**src/rtl/dice_pkg.sv**
```systemverilog
// -----------------------------------------------------------------------------
// dice_pkg
// Shared definitions for the two-digit multiplexed 7-segment scan controller:
// the scan state encoding, the lit patterns for each digit and the special
// digit codes (dash range and blank).
// Lit patterns are {dp,g,f,e,d,c,b,a} with 1 = segment lit; dp is never lit.
// -----------------------------------------------------------------------------
package dice_pkg;

    typedef enum logic [2:0] {
        ST_IDLE   = 3'd0,
        ST_SHOW1  = 3'd1,
        ST_GAP1   = 3'd2,
        ST_SHOW10 = 3'd3,
        ST_GAP10  = 3'd4
    } scan_state_e;

    localparam logic [7:0] SEG_0    = 8'h3F;
    localparam logic [7:0] SEG_1    = 8'h06;
    localparam logic [7:0] SEG_2    = 8'h5B;
    localparam logic [7:0] SEG_3    = 8'h4F;
    localparam logic [7:0] SEG_4    = 8'h66;
    localparam logic [7:0] SEG_5    = 8'h6D;
    localparam logic [7:0] SEG_6    = 8'h7D;
    localparam logic [7:0] SEG_7    = 8'h07;
    localparam logic [7:0] SEG_8    = 8'h7F;
    localparam logic [7:0] SEG_9    = 8'h6F;
    localparam logic [7:0] SEG_DASH = 8'h40;
    localparam logic [7:0] SEG_OFF  = 8'h00;

    // Codes 10..14 all render as a dash; 15 renders nothing.
    localparam logic [3:0] DIGIT_DASH_LO = 4'd10;
    localparam logic [3:0] DIGIT_DASH_HI = 4'd14;
    localparam logic [3:0] DIGIT_BLANK   = 4'd15;

endpackage

```
**src/rtl/display_scan_ctrl_if.sv**
```systemverilog
// -----------------------------------------------------------------------------
// display_scan_ctrl_if
// Bundles the controller's functional pins and its debug view.
//   master : drives ena, digit1, digit10, blank_lz, com_pol, seg_pol;
//            observes seg, com1, com10, com_oe and the debug signals.
//   slave  : the scan controller itself.
// There is no valid/ready handshake on this bus: every input is a level that
// the controller samples on each rising clock edge, and every output is a
// level valid for the whole cycle.
// Debug: state_dbg is the scan state register, dbg_digit1/dbg_digit10 are the
// digit values latched at the start of the current/last slot.
// -----------------------------------------------------------------------------
interface display_scan_ctrl_if;
    import dice_pkg::*;

    logic        ena;
    logic [3:0]  digit1;
    logic [3:0]  digit10;
    logic        blank_lz;
    logic        com_pol;
    logic        seg_pol;
    logic [7:0]  seg;
    logic        com1;
    logic        com10;
    logic [1:0]  com_oe;
    scan_state_e state_dbg;
    logic [3:0]  dbg_digit1;
    logic [3:0]  dbg_digit10;

    modport master (
        output ena, digit1, digit10, blank_lz, com_pol, seg_pol,
        input  seg, com1, com10, com_oe, state_dbg, dbg_digit1, dbg_digit10
    );

    modport slave (
        input  ena, digit1, digit10, blank_lz, com_pol, seg_pol,
        output seg, com1, com10, com_oe, state_dbg, dbg_digit1, dbg_digit10
    );

endinterface

```
**src/rtl/seg7_decode.sv**
```systemverilog
// -----------------------------------------------------------------------------
// seg7_decode
// Combinational digit-code to lit-pattern decoder.
//   digit : 4-bit code (0-9 numeric, 10-14 dash, 15 blank)
//   lit   : 8-bit lit pattern {dp,g,f,e,d,c,b,a}, 1 = lit
// -----------------------------------------------------------------------------
module seg7_decode
    import dice_pkg::*;
(
    input  logic [3:0] digit,
    output logic [7:0] lit
);

    always_comb begin
        lit = SEG_DASH;
        case (digit)
            4'd0:        lit = SEG_0;
            4'd1:        lit = SEG_1;
            4'd2:        lit = SEG_2;
            4'd3:        lit = SEG_3;
            4'd4:        lit = SEG_4;
            4'd5:        lit = SEG_5;
            4'd6:        lit = SEG_6;
            4'd7:        lit = SEG_7;
            4'd8:        lit = SEG_8;
            4'd9:        lit = SEG_9;
            DIGIT_BLANK: lit = SEG_OFF;
            default:     lit = SEG_DASH;  // DIGIT_DASH_LO..DIGIT_DASH_HI
        endcase
    end

endmodule

```
**src/rtl/display_scan_ctrl.sv**
```systemverilog
// -----------------------------------------------------------------------------
// display_scan_ctrl
// Time-multiplexes a two-digit common-cathode/anode 7-segment display.
// Scan order: SHOW1 -> GAP1 -> SHOW10 -> GAP10 -> SHOW1 (GAPs skipped when
// GAP_CYCLES = 0). Each digit is latched when its SHOW slot starts.
//   clk, rst_n : clock, asynchronous active-low reset
//   bus        : display_scan_ctrl_if.slave
//                inputs  ena, digit1, digit10, blank_lz, com_pol, seg_pol
//                outputs seg, com1, com10, com_oe, state_dbg, dbg_digit1/10
// Parameters:
//   DWELL_CYCLES : clocks per SHOW slot (>= 1)
//   GAP_CYCLES   : dead-time clocks between slots (>= 0)
// -----------------------------------------------------------------------------
module display_scan_ctrl
    import dice_pkg::*;
#(
    parameter int DWELL_CYCLES = 1000,
    parameter int GAP_CYCLES   = 16
) (
    input  logic                clk,
    input  logic                rst_n,
    display_scan_ctrl_if.slave  bus
);

    localparam int CNT_MAX = (DWELL_CYCLES > GAP_CYCLES) ? DWELL_CYCLES : GAP_CYCLES;
    localparam int CW      = $clog2(CNT_MAX + 1);

    // Counter holds "clocks remaining after this one", so a slot of N clocks
    // is loaded with N-1 and the state advances when it reads 0.
    localparam logic [CW-1:0] DWELL_LD = CW'(DWELL_CYCLES - 1);
    localparam logic [CW-1:0] GAP_LD   = (GAP_CYCLES > 0) ? CW'(GAP_CYCLES - 1) : '0;

    scan_state_e   state;
    scan_state_e   nxt_state;
    logic [CW-1:0] cnt;
    logic [3:0]    d1_q;
    logic [3:0]    d10_q;
    logic [7:0]    lit_q;
    logic          act1_q;
    logic          act10_q;
    logic [1:0]    oe_q;

    logic [3:0]    dec_in;
    logic [7:0]    dec_lit;
    logic          blank10;

    // Next state of the scan sequence.
    always_comb begin
        nxt_state = state;
        if (!bus.ena) begin
            nxt_state = ST_IDLE;
        end else begin
            case (state)
                ST_IDLE:   nxt_state = ST_SHOW1;
                ST_SHOW1:  if (cnt == '0) nxt_state = (GAP_CYCLES > 0) ? ST_GAP1 : ST_SHOW10;
                ST_GAP1:   if (cnt == '0) nxt_state = ST_SHOW10;
                ST_SHOW10: if (cnt == '0) nxt_state = (GAP_CYCLES > 0) ? ST_GAP10 : ST_SHOW1;
                ST_GAP10:  if (cnt == '0) nxt_state = ST_SHOW1;
                default:   nxt_state = ST_IDLE;
            endcase
        end
    end

    // The single decoder is pointed at whichever digit is about to be shown,
    // so its pattern can be captured into lit_q on the same edge as the state.
    assign dec_in  = (nxt_state == ST_SHOW10) ? bus.digit10 : bus.digit1;
    assign blank10 = bus.blank_lz && (bus.digit10 == 4'd0);

    seg7_decode u_decode (
        .digit (dec_in),
        .lit   (dec_lit)
    );

    always_ff @(posedge clk or negedge rst_n) begin
        if (!rst_n) begin
            state   <= ST_IDLE;
            cnt     <= '0;
            d1_q    <= DIGIT_BLANK;
            d10_q   <= DIGIT_BLANK;
            lit_q   <= SEG_OFF;
            act1_q  <= 1'b0;
            act10_q <= 1'b0;
            oe_q    <= 2'b00;
        end else begin
            state <= nxt_state;
            oe_q  <= (nxt_state == ST_IDLE) ? 2'b00 : 2'b11;
            if (nxt_state != state) begin
                // Slot entry: load the timer and set up the slot's outputs.
                lit_q   <= SEG_OFF;
                act1_q  <= 1'b0;
                act10_q <= 1'b0;
                case (nxt_state)
                    ST_SHOW1: begin
                        cnt    <= DWELL_LD;
                        d1_q   <= bus.digit1;
                        lit_q  <= dec_lit;
                        act1_q <= 1'b1;
                    end
                    ST_SHOW10: begin
                        cnt     <= DWELL_LD;
                        d10_q   <= bus.digit10;
                        // Leading-zero blanking keeps the slot but darkens it.
                        lit_q   <= blank10 ? SEG_OFF : dec_lit;
                        act10_q <= !blank10;
                    end
                    ST_GAP1, ST_GAP10: cnt <= GAP_LD;
                    default:           cnt <= '0;
                endcase
            end else if (cnt != '0) begin
                cnt <= cnt - CW'(1);
            end
        end
    end

    // Polarity is applied after the registers so it takes effect immediately.
    assign bus.seg         = bus.seg_pol ? lit_q : ~lit_q;
    assign bus.com1        = bus.com_pol ? act1_q : ~act1_q;
    assign bus.com10       = bus.com_pol ? act10_q : ~act10_q;
    assign bus.com_oe      = oe_q;
    assign bus.state_dbg   = state;
    assign bus.dbg_digit1  = d1_q;
    assign bus.dbg_digit10 = d10_q;

endmodule

```
**src/flat_wrapper.sv**
```systemverilog
// flat-port wrapper written by rule: the top's interface ports become plain ports
module display_scan_ctrl_flat import dice_pkg::*;
#(
    parameter int DWELL_CYCLES = 1000,
    parameter int GAP_CYCLES   = 16
)
  (clk, rst_n, bus_ena, bus_digit1, bus_digit10, bus_blank_lz, bus_com_pol, bus_seg_pol, bus_seg, bus_com1, bus_com10, bus_com_oe, bus_state_dbg, bus_dbg_digit1, bus_dbg_digit10);
  display_scan_ctrl_if bus_i ();
  input  logic clk;
  input  logic rst_n;
  input wire logic [$bits(bus_i.ena)-1:0] bus_ena;
  input wire logic [$bits(bus_i.digit1)-1:0] bus_digit1;
  input wire logic [$bits(bus_i.digit10)-1:0] bus_digit10;
  input wire logic [$bits(bus_i.blank_lz)-1:0] bus_blank_lz;
  input wire logic [$bits(bus_i.com_pol)-1:0] bus_com_pol;
  input wire logic [$bits(bus_i.seg_pol)-1:0] bus_seg_pol;
  output wire logic [$bits(bus_i.seg)-1:0] bus_seg;
  output wire logic [$bits(bus_i.com1)-1:0] bus_com1;
  output wire logic [$bits(bus_i.com10)-1:0] bus_com10;
  output wire logic [$bits(bus_i.com_oe)-1:0] bus_com_oe;
  output wire logic [$bits(bus_i.state_dbg)-1:0] bus_state_dbg;
  output wire logic [$bits(bus_i.dbg_digit1)-1:0] bus_dbg_digit1;
  output wire logic [$bits(bus_i.dbg_digit10)-1:0] bus_dbg_digit10;
  assign bus_i.ena = bus_ena;
  assign bus_i.digit1 = bus_digit1;
  assign bus_i.digit10 = bus_digit10;
  assign bus_i.blank_lz = bus_blank_lz;
  assign bus_i.com_pol = bus_com_pol;
  assign bus_i.seg_pol = bus_seg_pol;
  assign bus_seg = bus_i.seg;
  assign bus_com1 = bus_i.com1;
  assign bus_com10 = bus_i.com10;
  assign bus_com_oe = bus_i.com_oe;
  assign bus_state_dbg = bus_i.state_dbg;
  assign bus_dbg_digit1 = bus_i.dbg_digit1;
  assign bus_dbg_digit10 = bus_i.dbg_digit10;
  display_scan_ctrl #(.DWELL_CYCLES(DWELL_CYCLES), .GAP_CYCLES(GAP_CYCLES)) u_core (.clk(clk), .rst_n(rst_n), .bus(bus_i));
endmodule
```
**config.mk**
```make
export PLATFORM = sky130hd
export DESIGN_NAME = display_scan_ctrl_flat
export DESIGN_NICKNAME = d
export VERILOG_FILES = /design/src/rtl/dice_pkg.sv /design/src/rtl/display_scan_ctrl_if.sv /design/src/rtl/seg7_decode.sv /design/src/rtl/display_scan_ctrl.sv /design/src/flat_wrapper.sv
export SDC_FILE = /design/constraint.sdc
export NUM_CORES = 1
export LEC_CHECK = 0
export CORE_UTILIZATION = 52
export DETAILED_ROUTE_END_ITERATION = 6
export GPL_TIMING_DRIVEN = 0
export PLACE_DENSITY = 0.87
export SYNTH_ARGS = -nofsm -noshare
export SYNTH_HDL_FRONTEND = slang
export SYNTH_SLANG_ARGS = --single-unit
```
**constraint.sdc**
```tcl
create_clock -name clk -period 3.85 [get_ports clk]
set_clock_uncertainty 0.05 [all_clocks]
set_input_delay 0.77 -clock clk [delete_from_list [all_inputs] [get_ports clk]]
set_output_delay 0.77 -clock clk [all_outputs]
set_load 0.03 [all_outputs]
```
Fig. 1: logic cells by family
Bar = 20 µm.
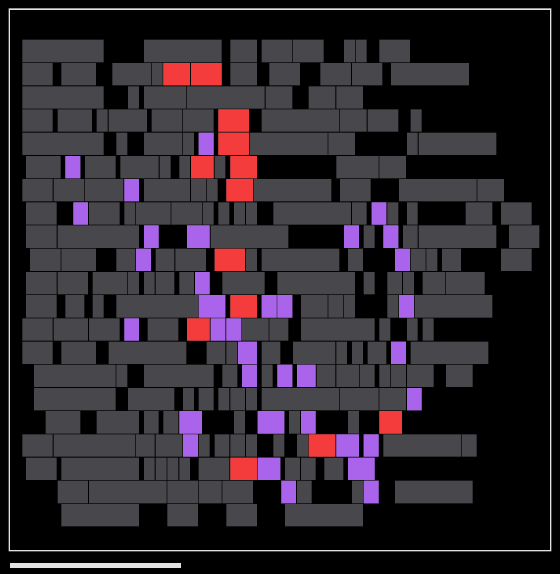
Key: AND-OR and OR-AND gates = red [cells 13, most used a22o_1]; inverting AOI/OAI gates = purple [cells 35]

Fig. 2: ports around the boundary
Pins as bars across the die edge, other pins in grey.
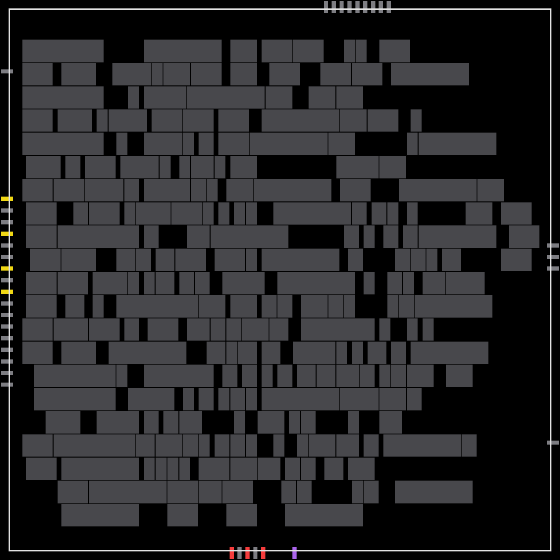
Key: bus_dbg_digit1 = yellow [pins 4, direction output, edge left]; bus_ena = purple [pins 1, direction input, edge bottom]; bus_state_dbg = red [pins 3, direction output, edge bottom]

Fig. 3: the clock network
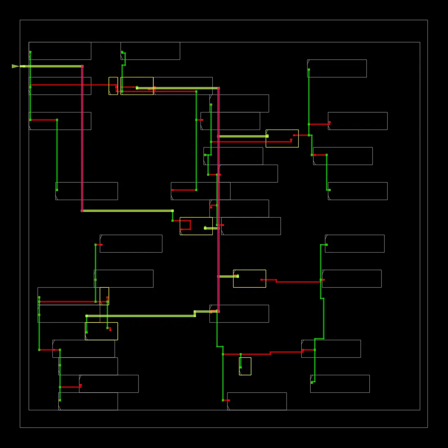
clk latency late pin: 0.28 ns
total CTS buffers: 5

Fig. 4: register map, names as in the netlist
Bar = 20 µm.
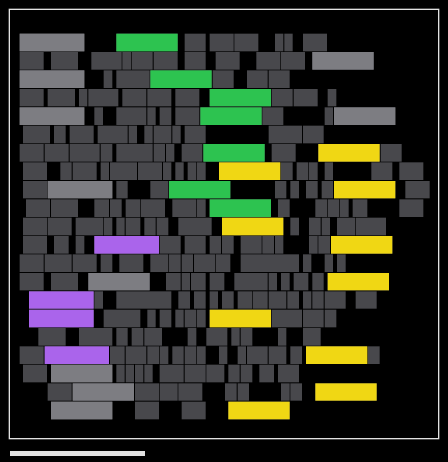
Key: u_core.cnt = yellow [sequential cells 10]; u_core.lit_q = green [sequential cells 7, where top middle]; u_core.bus.dbg_digit10 = purple [sequential cells 4]

Fig. 5: signal wires by layer
Only two layers are drawn.
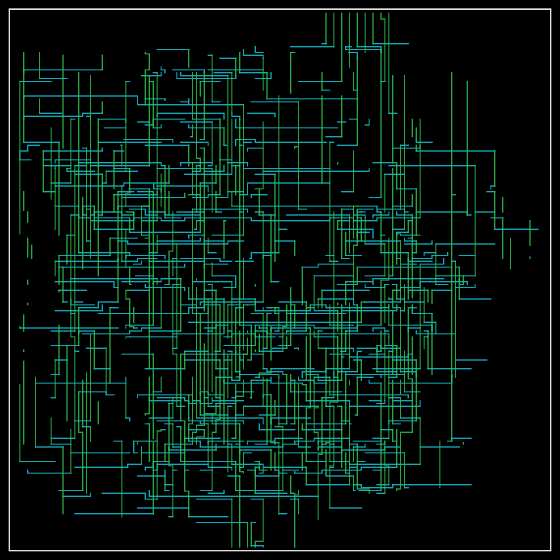
Key: metal 1 = cyan [wire length 1880 µm]; metal 2 = green [wire length 2140 µm]

==> deck_impl_summary.md <==
Implementation Results

Clock network
  – H-tree levels: 2
  – CTS Sinks: 31
  – Post_cts resized: 0
  – Worst-path clk slew: 0.06 ns
  – Post-CTS Setup Bufs: 0
  – Hold Buf Count CTS: 0
  – TritonCTS clock tree: built
  – Max clock buf depth: 2
  – Clock root buffer: clkbuf_8

Hold path
  – Hold Crit Start: u_core.bus.dbg_digit10[3]$_DFFE_PN1P_
  – Worst Hold Class: reg -> reg
  – Hold Path Depth: 2
  – Hold Crit Endpoint: u_core.bus.dbg_digit10[3]$_DFFE_PN1P_

Global routing
  – Global-route wire length before repair: between 7000 and 8000 µm
  – Largest net degree at the start of global routing: 32
  – GR Overflow Total: 0
  – Vias in the first global route: ~1700
  – GRT Util Overall: 0.2415
  – Antenna violations before repair: 0

Place
  – Detailed placement HPWL: 3162 µm
  – IO buf count: 34
  – Gpl congestion: 0.8270

Route
  – Post-route DRC violation count: 0
  – Wirelength, routed: about 4300 µm
  – Post-route ant nets: 0
  – Routed vias/inst: roughly 5.8
  – Post-DR wirelength/cell: ~15 µm
  – Drt first pass iters: 4
  – Initial detailed-routing violation count: roughly 110
  – Vias: ~1700

Timing
  – TNS Setup: 0 ns
  – Final Hold Viols: 0
  – Setup-failing EPs final: 0
  – Fmax: between 300 and 400 MHz
  – Worst slew pin tran: around 0.78 ns
  – Unrepaired setup endpoints after global routing: false
  – Min cycle time layout: approximately 3.3 ns
  – Max-slew violations: 0
  – Cycle use final: 0.8603
  – Rel. slew slack: 0.4770

Floorplanning
  – Core Rows: 21
  – Die W: about 63 µm
  – Die Y: about 63 µm
  – Die ar.: about 0.004 mm²
  – I/O pin total: 37
  – FP Util: 0.5631
  – Core area: 0.003468 mm²

Worst setup path
  – Worst reg2reg path endpoint: u_core.lit_q[3]$_DFFE_PN0P_
  – Crit Path Max Fanout: 10
  – Capture point of the critical path: u_core.lit_q[3]$_DFFE_PN0P_
  – Worst setup SP type: flip-flop
  – Slack of the worst reg-to-reg path: 0.54 ns
  – WP data required: 3.97 ns
  – Worst EP arrival: between 3 and 4 ns
  – FF-to-FF Start: u_core.cnt[0]$_DFFE_PN0P_
  – Worst setup EP type: flip-flop
  – Crit path kind: reg -> reg
  – Setup crit start: u_core.cnt[0]$_DFFE_PN0P_
  – R2R depth: 12

Pwr
  – Tot Pwr: roughly 1.1 mW
  – Power density over cell area: ~430 mW/mm²
  – Peak VDD IR: approximately 0.27 mV
  – Leakage power: between 1 and 1.5 nW

Flow run
  – Max-Cap Viols: 0
  – Tool Warnings: 30

Synth
  – Yosys cell types: roughly 48
  – Post-synth EDFFs: 0
  – Gate Count Post-Synth: between 200 and 250
  – Syn Nets: 227
  – Chip Area, Yosys: 0.001953 mm²
  – Top FF cell, synth: dfrtp_1
  – Synthesized cell area: 0.001953 mm²
  – Syn_area_per_cell: 9.435 µm²
  – Synth warnings: 0
  – Post-synth regs: 31
  – Register share after synthesis: 0.4023
  – Async SR Flop Fraction: 1.000
  – Ys cells: ~210

Layout
  – Nets: approximately 270
  – Synth-to-Final Area Change: 24.28%
  – Ant. Diodes: 0
  – Layout cells sized above 1: 0.1285

Outcome
  – Status: finished clean
[power by group]
part	internal [mW]	switching [mW]	total (mW)
Clock	0.127	0.116	0.243
Sequential	0.381	0.0584	0.440
Combinational	0.163	0.208	0.371
[cell usage after synthesis, drive strengths merged (4+ instances only)]
library cell,instances,area share
nor3,10,0.026
xor2,5,0.022
nand3,8,0.021
ha,6,0.038
o21ai,13,0.033
mux2,10,0.060
a21oi,13,0.033
dfstp,8,0.11
xnor2,9,0.040
nor2,18,0.035
nand2,18,0.035
clkbuf,5,0.0096
dfrtp,23,0.29
nor4,4,0.016
inv,11,0.021
a22o,4,0.018
mux2i,7,0.042
[registers in the layout (all words and copies together), names as in the netlist]
signal / flops
u_core.bus.dbg_digit1: 4
u_core.lit_q: 7
u_core.bus.com_oe: 1
u_core.cnt: 10
u_core.bus.dbg_digit10: 4
u_core.bus.state_dbg: 3
u_core.act10_q: 1
u_core.act1_q: 1
[worst max-delay path, cell delays in order, from the launching register on]
cell     delay [ns]
dfrtp_1        0.40
inv_1          0.13
ha_1           0.23
nor4b_4        0.26
and3_1         0.19
buf_4          0.16
mux2i_4        0.43
mux2i_1        0.46
inv_1          0.13
ha_1           0.33
inv_1          0.06
mux2i_1        0.06
a221o_1        0.31
[placed cells by master, fill, tap and decap left out, types with 2 or more instances in the layout]
cell type        netlist  layout
buf_2                  1       2
nand3_1                8       8
mux2_2                 9       9
a21oi_1               13      13
nor3_1                10      10
nor4_1                 3       3
dfstp_2                8       8
mux2i_1                6       6
ha_1                   6       6
o21a_1                 2       2
clkbuf_8               0       5
nand2_1               18      18
nor2b_1                3       3
xor2_1                 5       5
inv_1                 11      11
a22o_1                 4       4
dfrtp_1               23      23
clkdlybuf4s50_1        0      33
clkbuf_1               5       7
xnor2_1                9       9
and3_1                 2       2
a221o_1                3       3
buf_4                  2       2
nor2_1                18      18
o21ai_0               13      13
[cell families (layout without fill, tap and decap cells)]
family | Yosys count | in the layout | synth area share
simple gates | 72 | 72 | 0.1928
flops | 31 | 31 | 0.4023
buf+inv | 19 | 61 | 0.04100
xor+xnor | 14 | 14 | 0.06278
compound gates | 48 | 48 | 0.1608
fa+ha+maj | 6 | 6 | 0.03844
mux | 17 | 17 | 0.1019
[metrics by stage]
step / hold slack [ns] / utilization / std cells / setup slack, ns / area [µm²]
finish: 0.4414 / 0.6999 / 295 / 0.5377 / 2427
floorplan: 0.4179 / - / 207 / 0.8585 / 1953
global route: 0.4804 / 0.6999 / 295 / 0.2433 / 2427
detailed placement: 0.4321 / 0.6779 / 287 / 0.5885 / 2351
global placement: 0.4172 / 0.6779 / 287 / 0.6202 / 2351
CTS: 0.4408 / 0.7013 / 295 / 0.5634 / 2432
[routing by layer]
layer | wire length, µm | track usage
met1 | 1884 | 0.2874
met2 | 2137 | 0.4180
met3 | 226 | 0.05978
met4 | 76 | 0.09091
met5 | 0 | 0
[final cells by class]
class                   instances  area (µm²)
well taps                      46       57.56
fillers                       272        1041
flip-flops and latches         31       785.8
plain buffers                   8       38.79
multi-input cells             157        1087
clock inverters                 1       5.005
repair buffers                 34       335.3
inverters                      11       41.29
clock buffers                   7       76.32
No activity file was given, so power comes from the tool's default toggle rates.
